<file path="config.mk">
export PLATFORM = sky130hd
export DESIGN_NAME = rf_opfetch
export DESIGN_NICKNAME = d
export VERILOG_FILES = /design/src/rtl/rf_opfetch.sv
export SDC_FILE = /design/constraint.sdc
export NUM_CORES = 1
export LEC_CHECK = 0
export ABC_AREA = 1
export CAP_MARGIN = 20
export CORE_MARGIN = 4
export CORE_UTILIZATION = 30
export CTS_CLUSTER_SIZE = 28
export DETAILED_ROUTE_END_ITERATION = 12
export HOLD_SLACK_MARGIN = 0.02
export PLACE_DENSITY = 0.68
export SYNTH_ARGS = -nofsm -noshare
export SYNTH_HDL_FRONTEND = slang
export SYNTH_SLANG_ARGS = --single-unit
</file>
<file path="constraint.sdc">
create_clock -name i_clk -period 3.74 [get_ports i_clk]
set_clock_uncertainty 0.2 [all_clocks]
set_input_delay 0.374 -clock i_clk [delete_from_list [all_inputs] [get_ports i_clk]]
set_output_delay 0.374 -clock i_clk [all_outputs]
set_load 0.01 [all_outputs]
</file>
<file path="src/rtl/rf_opfetch.sv">
// Operand-fetch stage: scoreboarded RAW/WAW stalls, same-cycle writeback forwarding, one-entry output register.
// Optional build macro RF_ZERO_REG_EN makes register 0 a constant zero.
module rf_opfetch #(
    parameter int BW_DATA = 32,
    parameter int BW_ADDR = 5
) (
    input  logic               i_clk,
    input  logic               i_rst,
    input  logic               i_id_valid,
    output logic               o_id_ready,
    input  logic [BW_ADDR-1:0] i_id_rs0_addr,
    input  logic [BW_ADDR-1:0] i_id_rs1_addr,
    input  logic [BW_ADDR-1:0] i_id_rd_addr,
    input  logic               i_id_rd_en,
    output logic [BW_ADDR-1:0] o_rf_rd_addr0,
    output logic [BW_ADDR-1:0] o_rf_rd_addr1,
    input  logic [BW_DATA-1:0] i_rf_rd_data0,
    input  logic [BW_DATA-1:0] i_rf_rd_data1,
    input  logic               i_wb_en,
    input  logic [BW_ADDR-1:0] i_wb_addr,
    input  logic [BW_DATA-1:0] i_wb_data,
    output logic               o_ex_valid,
    input  logic               i_ex_ready,
    output logic [BW_DATA-1:0] o_ex_rs0_data,
    output logic [BW_DATA-1:0] o_ex_rs1_data,
    output logic [BW_ADDR-1:0] o_ex_rd_addr,
    output logic               o_ex_rd_en
);
    localparam int NREG = 2 ** BW_ADDR;

    logic [NREG-1:0]    r_busy;
    logic [NREG-1:0]    w_busy_next;
    logic               r_ex_valid;
    logic [BW_DATA-1:0] r_ex_rs0_data;
    logic [BW_DATA-1:0] r_ex_rs1_data;
    logic [BW_ADDR-1:0] r_ex_rd_addr;
    logic               r_ex_rd_en;

    logic               w_clr_rs0;
    logic               w_clr_rs1;
    logic               w_clr_rd;
    logic               w_src0_zero;
    logic               w_src1_zero;
    logic               w_rd_en_eff;
    logic               w_hazard;
    logic               w_accept;
    logic [BW_DATA-1:0] w_op0;
    logic [BW_DATA-1:0] w_op1;

    assign o_rf_rd_addr0 = i_id_rs0_addr;
    assign o_rf_rd_addr1 = i_id_rs1_addr;

`ifdef RF_ZERO_REG_EN
    assign w_src0_zero = (i_id_rs0_addr == '0);
    assign w_src1_zero = (i_id_rs1_addr == '0);
    assign w_rd_en_eff = i_id_rd_en && (i_id_rd_addr != '0);
`else
    assign w_src0_zero = 1'b0;
    assign w_src1_zero = 1'b0;
    assign w_rd_en_eff = i_id_rd_en;
`endif

    // A register being written back this cycle is no longer a hazard; its value comes from the writeback bus.
    assign w_clr_rs0 = i_wb_en && (i_wb_addr == i_id_rs0_addr);
    assign w_clr_rs1 = i_wb_en && (i_wb_addr == i_id_rs1_addr);
    assign w_clr_rd  = i_wb_en && (i_wb_addr == i_id_rd_addr);

    assign w_hazard = (r_busy[i_id_rs0_addr] && !w_clr_rs0)
                   || (r_busy[i_id_rs1_addr] && !w_clr_rs1)
                   || (w_rd_en_eff && r_busy[i_id_rd_addr] && !w_clr_rd);

    assign o_id_ready = !w_hazard && (!r_ex_valid || i_ex_ready);
    assign w_accept   = i_id_valid && o_id_ready;

    assign w_op0 = w_src0_zero ? '0 : (w_clr_rs0 ? i_wb_data : i_rf_rd_data0);
    assign w_op1 = w_src1_zero ? '0 : (w_clr_rs1 ? i_wb_data : i_rf_rd_data1);

    // Per-register scoreboard: a new writer's set overrides a same-cycle writeback clear.
    generate
        for (genvar gi = 0; gi < NREG; gi++) begin : g_busy
            assign w_busy_next[gi] =
                (w_accept && w_rd_en_eff && (i_id_rd_addr == BW_ADDR'(gi))) ? 1'b1 :
                (i_wb_en && (i_wb_addr == BW_ADDR'(gi)))                    ? 1'b0 :
                r_busy[gi];
        end
    endgenerate

    always_ff @(posedge i_clk) begin
        if (i_rst) begin
            r_busy <= '0;
        end else begin
            r_busy <= w_busy_next;
        end
    end

    always_ff @(posedge i_clk) begin
        if (i_rst) begin
            r_ex_valid    <= 1'b0;
            r_ex_rs0_data <= '0;
            r_ex_rs1_data <= '0;
            r_ex_rd_addr  <= '0;
            r_ex_rd_en    <= 1'b0;
        end else if (w_accept) begin
            r_ex_valid    <= 1'b1;
            r_ex_rs0_data <= w_op0;
            r_ex_rs1_data <= w_op1;
            r_ex_rd_addr  <= i_id_rd_addr;
            r_ex_rd_en    <= w_rd_en_eff;
        end else if (i_ex_ready) begin
            r_ex_valid    <= 1'b0;
        end
    end

    assign o_ex_valid    = r_ex_valid;
    assign o_ex_rs0_data = r_ex_rs0_data;
    assign o_ex_rs1_data = r_ex_rs1_data;
    assign o_ex_rd_addr  = r_ex_rd_addr;
    assign o_ex_rd_en    = r_ex_rd_en;
endmodule

</file>
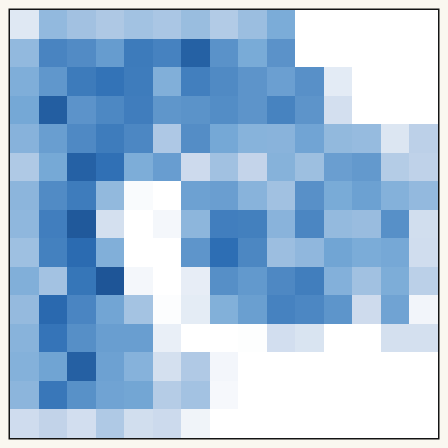
run_1/cell_density.png
The die is cut into 15 by 15 equal tiles; white is low, dark blue is high, 0 to 100% covered.
fullest tile: 85%
nearly empty tiles: 22%
emptiest ninth of the die: bottom right
tiles over 75% full: 4.0%
mean over tiles: 37%
effective utilization at floorplan: 30.5%
core region area: 20300 um2
fraction of the core area covered by cells at the end of the flow: 43.6%

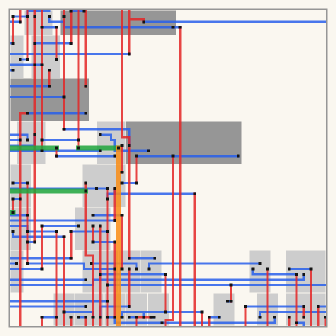
run_1/detail.png
Region (104, 104) to (124, 124) um. Cells in gray, sequential cells in the stronger gray; small squares are vias.
legend:
  metal 3:
    color: green
  metal 2:
    color: red
  metal 4:
    color: orange
  metal 1:
    color: blue
most frequent: nor2_1 (5), inv_1 (4), dfxtp_1 (3)
netlist names of flops here include: `r_busy` (3)
sequential cells in the window: 3
cells with their middle in the window: 25

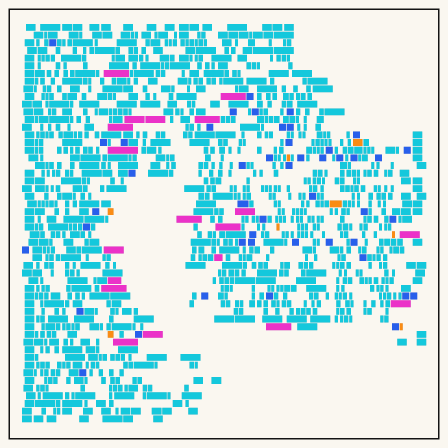
run_1/sizes.png
legend:
  _0 and _1 cells:
    color: cyan
    cells: 1117
    share: 94%
    most_used: nand2_1
  _3 and _4 cells:
    color: blue
    cells: 46
    share: 3.9%
    most_used: buf_4
  _6 and larger:
    color: magenta
    cells: 19
    share: 1.6%
    most_used: clkbuf_16
  _2 cells:
    color: orange
    cells: 8
    share: 0.67%
    most_used: inv_2
Final Instance Area: 8840 um2
crit path setup slack, layout: 0.226 ns

==> run summary, run 1 <==
Summary of the current implementation state.

- The maximum net fanout on the critical path is 8, for reference.
- The CTS tree is yes, for reference.
- Total power normalized to cell area comes to roughly 320 nW/um2.
- The cell type group with the largest total delay on the critical path is buffers and inverters, for reference.
- The count of nets left with antenna violations after detail routing is 0, for reference.
- The timing report shows that the slowest cell on the worst path is sky130_fd_sc_hd__clkdlybuf4s50_1.
- Synthesis produced a netlist whose cell count is between 1000 and 1500.
- The capturing element type of the critical path is a primary output, for reference.
- The number of nets at floorplan is ~1100, for reference.
- The clock net sink count is between 100 and 150, for reference.
- The y dimension of the die is between 150 and 200 um, for reference.
- The first global-routing pass estimated between 30 and 40 mm of wire.
- The remaining design rule violation count is 0, for reference.
- For this design the top-level I/O count stands at 204.
- The worst hold path begins at o_ex_rs1_data[19]$_SDFFE_PP0P_.
- The run finished with clean final reports.
- The via count of the first global-routing pass is 6788, for reference.
- Row generation in the floorplan step produced approximately 52 rows.
- In the Yosys report, the sequential cells make up between 30% and 40% of the chip area.
- Among all stages on the critical path, the maximum delay recorded is 0.66 ns.
- Endpoints failing hold in the final report were tallied at 0.
- The worst min-delay path endpoint is o_ex_rs1_data[19]$_SDFFE_PP0P_, for reference.
- Overall routing resource usage recorded by global route was 20.8%.
run 1: cell families (layout without fill, tap and decap cells):
group                  after synthesis  count (layout)  synth area share, %
AND/OR/NAND/NOR                    513             514                 35.1
AND-OR/OR-AND                      234             234                 19.5
buffers and inverters              159             338                 12.0
flip-flops                         103             103                 33.3
XOR/XNOR                             1               1                0.141
run 1: cell type report:
type | count | share of cell area (%)
clock buffer | 11 | 2.74
timing repair buffer | 251 | 28.0
clock inverter | 4 | 0.608
inverter | 72 | 3.06
sequential | 103 | 23.3
multi-input combinational | 749 | 38.5
tap | 270 | 3.82
run 1: cell usage after synthesis (all sizes together):
library cell,number
nor4,3
nand3,131
dfxtp,103
a221oi,1
clkinv,2
nand4,19
nor3,18
o21ai,107
a21oi,111
a21o,1
clkbuf,40
o22ai,10
o211ai,2
buf,47
o31ai,2
nand2,296
xnor2,1
nor2,46
inv,70
run 1: registers in the layout (all words and copies together) (netlist names):
register / cells
r_busy: 32
o_ex_rd_en: 1
o_ex_rs1_data: 32
o_ex_valid: 1
o_ex_rs0_data: 32
o_ex_rd_addr: 5
run 1: power by group:
| group | leakage [nW] | internal (mW) | total [mW] | switching [mW] |
|---|---|---|---|---|
| registers | 0.836 | 1.14 | 1.17 | 0.0268 |
| logic | 2.52 | 0.334 | 0.706 | 0.372 |
| clock network | 0.138 | 0.536 | 0.951 | 0.415 |
run 1: metal layers:
layer / routed length, um / vias to the layer above
met5: 12 / -
met4: 628 / 2
met3: 2820 / 48
met2: 11200 / 388
met1: 10000 / 3375
li1: - / 3690
run 1: repair_timing:
| action | in CTS | in global routing |
|---|---|---|
| buffers inserted | 0 | 2 |
| endpoints found under the setup margin | 0 | 1 |
| hold buffers | 0 | 0 |
==> run 2, diff against run 1 <==
- CTS_CLUSTER_DIAMETER: unset -> 100
- GPL_ROUTABILITY_DRIVEN: unset -> 0
- SLEW_MARGIN: unset -> 20
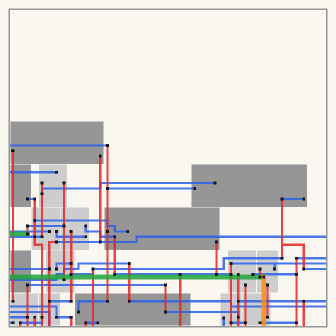
run_2/detail.png
Region (104, 104) to (124, 124) um. Cells in gray, sequential cells in the stronger gray; small squares are vias.
legend:
  metal 4:
    color: orange
  metal 3:
    color: green
  metal 2:
    color: red
  metal 1:
    color: blue
most frequent: dfxtp_1 (4)
netlist names of flops here include: `r_busy` (4)
cells with their middle in the window: 14
sequential cells in the window: 4

==> run summary, run 2 <==
Summary of the current implementation state.

- For this run, the leading register cell type out of synthesis is sky130_fd_sc_hd__dfxtp_1.
- The final number of hold-violating endpoints is 0, for reference.
- The via count of the first global-routing pass is 7028, for reference.
- Once the floorplan was initialized, standard cells occupied between 30% and 40% of the core.
- The wire length of the first global-routing pass is 37.2 mm, for reference.
- At floorplan, the net count of the design was reported as 1132.
- According to the I/O placement log, the pin count is between 200 and 250.
- The core utilization of the finished layout is a little over two fifths, for reference.
- Summing the sequential cell areas from Yosys gives approximately a third of the chip area.
- The post-CTS hold buffer count recorded in the log is 0.
- The slowest cell on the critical path is sky130_fd_sc_hd__clkdlybuf4s50_1, for reference.
- The maximum net fanout on the critical path is 11, for reference.
- The biggest cell delay along the critical path is 0.71 ns, for reference.
- Grouping stages by cell kind, the critical path spends the most delay in buffers and inverters.
- The count of standard-cell rows is around 52, for reference.
- STA classifies the critical path endpoint as a primary output.
- The synthesized design contains 0 enable-type register cells.
- With fillers left out, the area of the finished cells amounts to between 8000 and 9000 um2.
- For this design the ratio of total power to cell area is 334 nW/um2.
- In this run the remaining antenna-violating nets after routing total 0.
- From bottom edge to top edge, the die measures approximately 150 um.
- The core region is between 20000 and 25000 um2.
- TritonCTS built the clock tree.
- Sorting the synthesized cells by how often they occur yields sky130_fd_sc_hd__nand2_1 (295), sky130_fd_sc_hd__nand3_1 (131), sky130_fd_sc_hd__a21oi_1 (111).
- Headroom to the max-slew limit came out at 53.5%.
- The CTS log lists the clock sinks for this run as ~100.
- The run finished with clean final reports.
- The most repeated cell in the gate-level netlist after synthesis is sky130_fd_sc_hd__nand2_1, for reference.
- The remaining design rule violation count is 0, for reference.
run 2: cell counts after synthesis:
No cell type changed its count.
run 2: kinds of logic (layout without fill, tap and decap cells):
| kind of cell | Yosys count | after routing | share of synthesized area [%] |
|---|---|---|---|
| AND/OR/NAND/NOR | 513 | 513 | 35.1 |
| flip-flops | 103 | 103 | 33.3 |
| AND-OR/OR-AND | 234 | 234 | 19.5 |
| buffers and inverters | 159 | 311 | 12.0 |
| XOR/XNOR | 1 | 1 | 0.141 |
run 2: where the power goes:
| part | total, mW | internal, mW | switching [mW] |
|---|---|---|---|
| logic | 0.662 | 0.301 | 0.361 |
| clock network | 1.05 | 0.594 | 0.452 |
| registers | 1.17 | 1.14 | 0.0269 |
run 2: path summary, 6_finish.rpt:
check / to / depth (start not counted) / from
worst max-delay path: o_id_ready / 11 / i_id_rs0_addr[1]
worst min-delay path: o_ex_rs0_data[20]$_SDFFE_PP0P_ / 2 / i_rst
worst min register to register: o_ex_rs1_data[12]$_SDFFE_PP0P_ / 2 / o_ex_rs1_data[12]$_SDFFE_PP0P_
worst max register to register: o_ex_rd_addr[0]$_SDFFE_PP0P_ / 12 / r_busy[9]$_SDFFE_PP0P_
run 2: cell type report:
class | instances | share of cell area (%)
Sequential cell | 103 | 24.0
Clock inverter | 6 | 1.08
Tap cell | 270 | 3.92
Inverter | 72 | 3.14
Timing Repair Buffer | 223 | 25.8
Clock buffer | 10 | 2.66
Multi-Input combinational cell | 748 | 39.4
run 2: per-layer routing:
metal  track usage, %  vias to the layer above  share of wire (%)
met2             31.7                      369                 44
li1                 -                     3624                  -
met3             7.23                       54                 12
met1             26.1                     3328                 40
met4             8.31                        0                3.8
met5                0                        -                  0
No activity file was given, so power comes from the tool's default toggle rates.
